===== src/rtl/qos_pkg.sv =====
// Shared definitions for the QoS output side: word/lane sizing, egress FSM
// state encodings and small lane helpers.
package qos_pkg;

    localparam int DATA_W  = 12;
    localparam int NLANES  = 4;
    localparam int LANE_W  = 2;
    localparam int BURST_W = 4;     // wide enough for weights up to 15

    typedef logic [LANE_W-1:0] lane_t;

    typedef enum logic [1:0] {
        ST_IDLE  = 2'd0,
        ST_SERVE = 2'd1,
        ST_FLUSH = 2'd2
    } drain_state_e;

    // One-hot pop vector for a single lane.
    function automatic logic [NLANES-1:0] lane_onehot(input lane_t lane);
        return NLANES'(1) << lane;
    endfunction

endpackage


===== src/rtl/egress_obuf.sv =====
// Small synchronous FIFO used as the egress output buffer. Read data is
// presented combinationally from the head entry and forced to zero while the
// buffer is empty, so the egress word is clean after reset.
module egress_obuf #(
    parameter  int WIDTH = 14,
    parameter  int DEPTH = 2,
    localparam int CNT_W = $clog2(DEPTH + 1)
) (
    input  logic             clk,
    input  logic             reset,
    input  logic             wr_en,
    input  logic [WIDTH-1:0] wr_data,
    input  logic             rd_en,
    output logic [WIDTH-1:0] rd_data,
    output logic [CNT_W-1:0] count,
    output logic             empty
);

    localparam int PTR_W = (DEPTH > 1) ? $clog2(DEPTH) : 1;

    logic [WIDTH-1:0] mem [DEPTH];
    logic [PTR_W-1:0] wr_ptr;
    logic [PTR_W-1:0] rd_ptr;
    logic             rd_ok;
    logic             wr_ok;

    assign empty   = (count == '0);
    assign rd_ok   = rd_en && !empty;
    assign wr_ok   = wr_en && ((count != CNT_W'(DEPTH)) || rd_ok);
    assign rd_data = empty ? '0 : mem[rd_ptr];

    // Pointer advance with wrap at DEPTH (DEPTH need not be a power of two).
    function automatic logic [PTR_W-1:0] bump(input logic [PTR_W-1:0] ptr);
        return (ptr == PTR_W'(DEPTH - 1)) ? '0 : ptr + 1'b1;
    endfunction

    // Storage array write.
    // NOTE: the data array has no reset; only pointers and count need a known
    // value, and rd_data is masked while empty so stale entries never leak.
    always_ff @(posedge clk) begin
        if (wr_ok) begin
            mem[wr_ptr] <= wr_data;
        end
    end

    // Pointer and occupancy bookkeeping; simultaneous write and read keep count.
    // NOTE: sequential state uses non-blocking assignments so every register
    // samples pre-edge values regardless of statement order.
    always_ff @(posedge clk or negedge reset) begin
        if (!reset) begin
            wr_ptr <= '0;
            rd_ptr <= '0;
            count  <= '0;
        end else begin
            if (wr_ok) begin
                wr_ptr <= bump(wr_ptr);
            end
            if (rd_ok) begin
                rd_ptr <= bump(rd_ptr);
            end
            count <= count + CNT_W'(wr_ok) - CNT_W'(rd_ok);
        end
    end

endmodule


===== src/rtl/egress_drain.sv =====
// Drains the four QoS output FIFOs with weighted round-robin service and
// serialises the words onto one valid/ready egress stream tagged with the
// source lane. A pop issued in cycle t returns data in t+1, which is written
// into the output buffer at the end of t+1; the buffer absorbs that latency
// and any egress backpressure.
module egress_drain #(
    parameter int DATA_W     = qos_pkg::DATA_W,
    parameter int OBUF_DEPTH = 2,
    parameter int WEIGHT0    = 1,
    parameter int WEIGHT1    = 1,
    parameter int WEIGHT2    = 1,
    parameter int WEIGHT3    = 1
) (
    input  logic              clk,
    input  logic              reset,
    input  logic              en,
    input  logic [3:0]        lane_empty,
    input  logic [DATA_W-1:0] lane_data0,
    input  logic [DATA_W-1:0] lane_data1,
    input  logic [DATA_W-1:0] lane_data2,
    input  logic [DATA_W-1:0] lane_data3,
    output logic [3:0]        lane_pop,
    output logic              out_valid,
    input  logic              out_ready,
    output logic [DATA_W-1:0] out_data,
    output logic [1:0]        out_lane,
    output logic              drain_idle
);

    import qos_pkg::*;

    localparam int CNT_W   = $clog2(OBUF_DEPTH + 1);
    localparam int OCC_W   = CNT_W + 1;
    localparam int ENTRY_W = LANE_W + DATA_W;

    drain_state_e       state;
    lane_t              rr_ptr;
    logic [BURST_W-1:0] burst_cnt;
    logic               inflight;
    lane_t              inflight_lane;

    lane_t              sel_lane;
    lane_t              cand;
    logic               keep;
    logic               found;
    logic               has_work;
    logic               rd_fire;
    logic [OCC_W-1:0]   occ_after;
    logic               credit_ok;
    logic               pop_fire;

    logic [DATA_W-1:0]  inflight_data;
    logic [ENTRY_W-1:0] buf_rd_data;
    logic [CNT_W-1:0]   buf_count;
    logic               buf_empty;

    function automatic logic [BURST_W-1:0] weight_of(input lane_t lane);
        logic [BURST_W-1:0] w;
        case (lane)
            2'd0:    w = BURST_W'(WEIGHT0);
            2'd1:    w = BURST_W'(WEIGHT1);
            2'd2:    w = BURST_W'(WEIGHT2);
            default: w = BURST_W'(WEIGHT3);
        endcase
        return w;
    endfunction

    assign has_work  = |(~lane_empty);
    assign out_valid = !buf_empty;
    assign rd_fire   = out_valid && out_ready;

    // Pop credit: occupancy the buffer will hold after this cycle, counting the
    // word already in flight and the word leaving now, must leave room for one
    // more. Crediting the outgoing word is what sustains 1 word/cycle at depth 2.
    assign occ_after = OCC_W'(buf_count) + OCC_W'(inflight) - OCC_W'(rd_fire);
    assign credit_ok = occ_after < OCC_W'(OBUF_DEPTH);
    assign pop_fire  = (state == ST_SERVE) && en && has_work && credit_ok;

    // WRR lane choice: stay on the current lane while it has words and weight
    // left, otherwise take the next non-empty lane after it (wrapping to itself).
    // NOTE: every always_comb output gets a default first so no path can
    // leave a value unassigned and infer a latch.
    always_comb begin
        keep     = !lane_empty[rr_ptr] && (burst_cnt < weight_of(rr_ptr));
        sel_lane = rr_ptr;
        cand     = rr_ptr;
        found    = 1'b0;
        if (!keep) begin
            for (int k = 1; k <= NLANES; k++) begin
                cand = rr_ptr + lane_t'(k);
                if (!found && !lane_empty[cand]) begin
                    sel_lane = cand;
                    found    = 1'b1;
                end
            end
        end
        lane_pop = pop_fire ? lane_onehot(sel_lane) : '0;
    end

    // Select the FIFO output of the lane popped in the previous cycle.
    always_comb begin
        case (inflight_lane)
            2'd0:    inflight_data = lane_data0;
            2'd1:    inflight_data = lane_data1;
            2'd2:    inflight_data = lane_data2;
            default: inflight_data = lane_data3;
        endcase
    end

    // Track the word in flight and the WRR pointer / burst count.
    always_ff @(posedge clk or negedge reset) begin
        if (!reset) begin
            inflight      <= 1'b0;
            inflight_lane <= '0;
            rr_ptr        <= '0;
            burst_cnt     <= '0;
        end else begin
            inflight <= pop_fire;
            if (pop_fire) begin
                inflight_lane <= sel_lane;
                if (keep) begin
                    burst_cnt <= burst_cnt + 1'b1;
                end else begin
                    rr_ptr    <= sel_lane;
                    burst_cnt <= BURST_W'(1);
                end
            end
        end
    end

    // Drain FSM with registered idle flag.
    always_ff @(posedge clk or negedge reset) begin
        if (!reset) begin
            state      <= ST_IDLE;
            drain_idle <= 1'b1;
        end else begin
            case (state)
                ST_IDLE: begin
                    if (en && has_work) begin
                        state      <= ST_SERVE;
                        drain_idle <= 1'b0;
                    end
                end
                ST_SERVE: begin
                    if (!en) begin
                        state <= ST_FLUSH;
                    end else if (!has_work && !inflight && buf_empty) begin
                        state      <= ST_IDLE;
                        drain_idle <= 1'b1;
                    end
                end
                ST_FLUSH: begin
                    if (en) begin
                        state <= ST_SERVE;
                    end else if (!inflight && buf_empty) begin
                        state      <= ST_IDLE;
                        drain_idle <= 1'b1;
                    end
                end
                default: begin
                    state      <= ST_IDLE;
                    drain_idle <= 1'b1;
                end
            endcase
        end
    end

    egress_obuf #(
        .WIDTH (ENTRY_W),
        .DEPTH (OBUF_DEPTH)
    ) u_obuf (
        .clk     (clk),
        .reset   (reset),
        .wr_en   (inflight),
        .wr_data ({inflight_lane, inflight_data}),
        .rd_en   (out_ready),
        .rd_data (buf_rd_data),
        .count   (buf_count),
        .empty   (buf_empty)
    );

    assign {out_lane, out_data} = buf_rd_data;

endmodule

===== config.mk =====
export PLATFORM = sky130hd
export DESIGN_NAME = egress_drain
export DESIGN_NICKNAME = d
export VERILOG_FILES = /design/src/rtl/qos_pkg.sv /design/src/rtl/egress_obuf.sv /design/src/rtl/egress_drain.sv
export SDC_FILE = /design/constraint.sdc
export NUM_CORES = 1
export LEC_CHECK = 0
export ABC_CLOCK_PERIOD_IN_PS = 5940
export CORE_UTILIZATION = 50
export DETAILED_ROUTE_END_ITERATION = 16
export GPL_TIMING_DRIVEN = 0
export PLACE_DENSITY = 0.86
export SLEW_MARGIN = 5
export SYNTH_ARGS = -nofsm -noshare
export SYNTH_HDL_FRONTEND = slang
export SYNTH_SLANG_ARGS = --single-unit
export TNS_END_PERCENT = 100

===== constraint.sdc =====
create_clock -name clk -period 5.94 [get_ports clk]
set_input_delay 0.891 -clock clk [delete_from_list [all_inputs] [get_ports clk]]
set_output_delay 0.891 -clock clk [all_outputs]
set_load 0.01 [all_outputs]

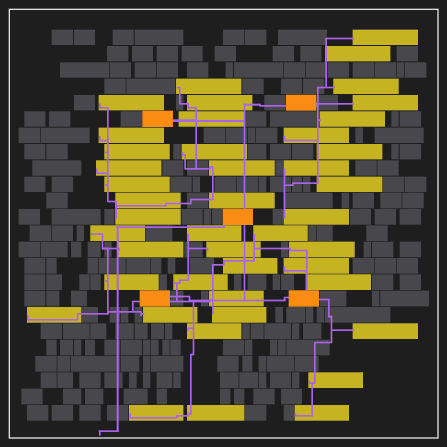
*Clock wires, drivers and flops*
Scale: 6 px per um.
[clock wires] purple | length: 463 um
[clock-net drivers] orange | count: 5
[flip-flops] yellow | count: 44
routed clock nets: 6

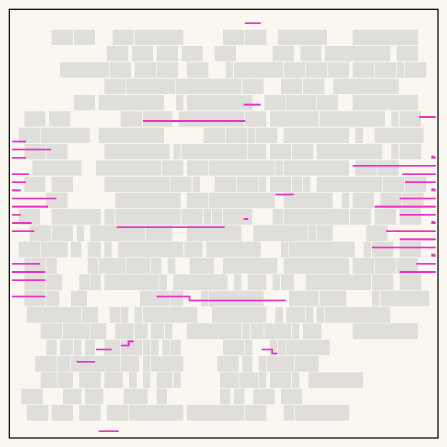
*Signal wires on met3*
Scale: 6 px per um. Cells faint in the background.
wire length on this layer: 218 um
longest straight run: 17.7 um
main direction: horizontal
share of all routed wire: 4.2%
nets with wire on the layer: 39
met3 Resource Use GR: 4.986%
WL final: 5209 um

==> run notes <==
run results: initial DRC count=105, Setup Fix Bufs, Post-CTS=0, insertion delay to the later sink of the worst-skew pair=0.29 ns, Total Power=1.284 mW, DRT Pass-1 Iters=10, reg-to-reg critical path startpoint=u_obuf.count[1]$_DFF_PN0_, Most Used Layer, Global Route=met2, top-count cell post-synth=edfxtp_1, ys cells=184, outcome=complete, but fails checks, most frequent logic cell in the layout=clkdlybuf4s50_1, CP max stage delay=0.56 ns, Synth cell types=46, post-route ant nets=0, Arrival @ worst endpoint=4.06 ns, xor+xnor area frac=1.463%, Worst VDD drop=0.2039 mV, worst slew pin tran=1.166 ns, failing checks=DRC, share of layout cells above drive strength 1=12.36%, Synth Instances=184, slowest CP cell=clkdlybuf4s50_1, WL/cell=16.33 um, top post-synthesis cells by count=edfxtp_1 (28), nor2_1 (23), mux2i_1 (16), Max FO, Critical Path=10, Core Rows=24, # resized after CTS=0, number of fill cells in the layout=290, Clk power=0.220 mW, Layout area overhead=38.56%, WHS=0.4800 ns, TritonCTS clock tree=yes, dpl hpwl=3786 um, Vias/cell=5.589, DRC=4, Chip Area, Yosys=0.002395 sq mm, Worst EP required=5.05 ns, Log Warnings=28, syn_area_per_cell=13.02 sq um, top cells, area=edfxtp_1 (35%), dfrtp_1 (16%), mux4_2 (12%), Init Core Util=53.52%, Commonest flop=edfxtp_1, register area=0.001242 sq mm, comb. cell area=0.001070 sq mm, first-pass GRT wire length=8390 um, initial antenna violation count=0, P_comb=0.615 mW, ant diodes=0, Core Box Area=0.004474 sq mm, endpoints failing hold=0, number of synthesized flops with an enable pin=28, die width=71.21 um, Combinational Power Share=47.9%, final worst path period need=4.949 ns, largest net degree at the start of global routing=17, Simple-Gate Fraction of Synth Area=11.91%, Floorplan Nets=246, full die area=0.005070 sq mm, post-route setup TNS=0 ns, cell area after synthesis=0.002395 sq mm, Hold Crit Depth=2, kind of critical path=primary input to output pin, vias in the first global route=1724, Hold Path End=burst_cnt[2]$_DFFE_PN0P_, H-tree depth=2, Leak=1.301 nW, slew margin rel.=21.96%, flop2flop setup slack=2.59 ns, M1 GR Usage=29.31%, Power Internal=0.8501 mW, Setup Skew=0.009316 ns, Hold WC Path Type=register to register, area leader, netlist=edfxtp_1, mux frac, synth=19.38%, Max Cap Violations=0, sequential share of power=35.0%, Final Cell Area=0.003318 sq mm, Reg clk slew, reported paths=0.08 ns, Vert. Die Dim=71.21 um, placed instance area=0.003211 sq mm, Pwr top=combinational logic, RSZ-0062 raised after global routing=no, grt ovf=0, NetSw=0.4342 mW, PwrDens=387.0 mW/mm^2, RePlAce Congestion=0.7721, delay-heaviest family, CP=buffers and inverters, area share, top type=35.11%
==> area by class of cell <==
class	instances	area share, %
buffer	8	1.244
clock buffer	6	2.187
clock inverter	2	1.056
inverter	11	1.244
multi-input combinational	121	32.24
sequential	44	37.44
tap	52	1.961
timing repair buffer	75	22.62
==> worst max-delay path by stage <==
stage,from,end,depth (start not counted)
final,out_ready,lane_pop[1],11
after global routing,u_obuf.count[1]$_DFF_PN0_,lane_pop[1],12
after CTS,out_ready,lane_pop[3],11
after detailed placement,out_ready,lane_pop[1],11
after global placement,out_ready,lane_pop[3],11
after floorplan,out_ready,lane_pop[3],9
==> routing by layer <==
metal,vias to the layer above,part of all wire (%)
met5,-,0
met4,0,1.3
met3,6,4.2
met2,51,52
met1,869,43
li1,857,-
==> metrics by stage <==
stage / setup slack, ns / utilization, % / cells
3_5_place_dp: 1.039 / 71.76 / 311
6_report: 0.9907 / 74.16 / 319
4_1_cts: 0.9772 / 74.16 / 319
3_3_place_gp: 1.064 / 71.76 / 311
2_1_floorplan: 2.070 / - / 184
5_1_grt: 0.8047 / 74.16 / 319
==> worst register-to-register path: cells and delay by family, from the launching register on <==
kind | cells | cell delay, ns
buffers and inverters | 2 | 0.21
DFF | 1 | 0.44
adders and majority gates | 2 | 0.68
xor gates and xnor gates | 1 | 0.15
and+or+nand+nor | 5 | 1.58
AOI/OAI and AO/OA | 1 | 0.18
==> sequential cells by signal, summed over array words and instances (netlist names) <==
| register | count |
|---|---|
| inflight | 1 |
| u_obuf.mem | 28 |
| u_obuf.rd_ptr | 1 |
| u_obuf.count | 2 |
| rr_ptr | 2 |
| u_obuf.wr_ptr | 1 |
| inflight_lane | 2 |
| state | 2 |
| burst_cnt | 4 |
| drain_idle | 1 |
Power is estimated from default activity; no workload was simulated.
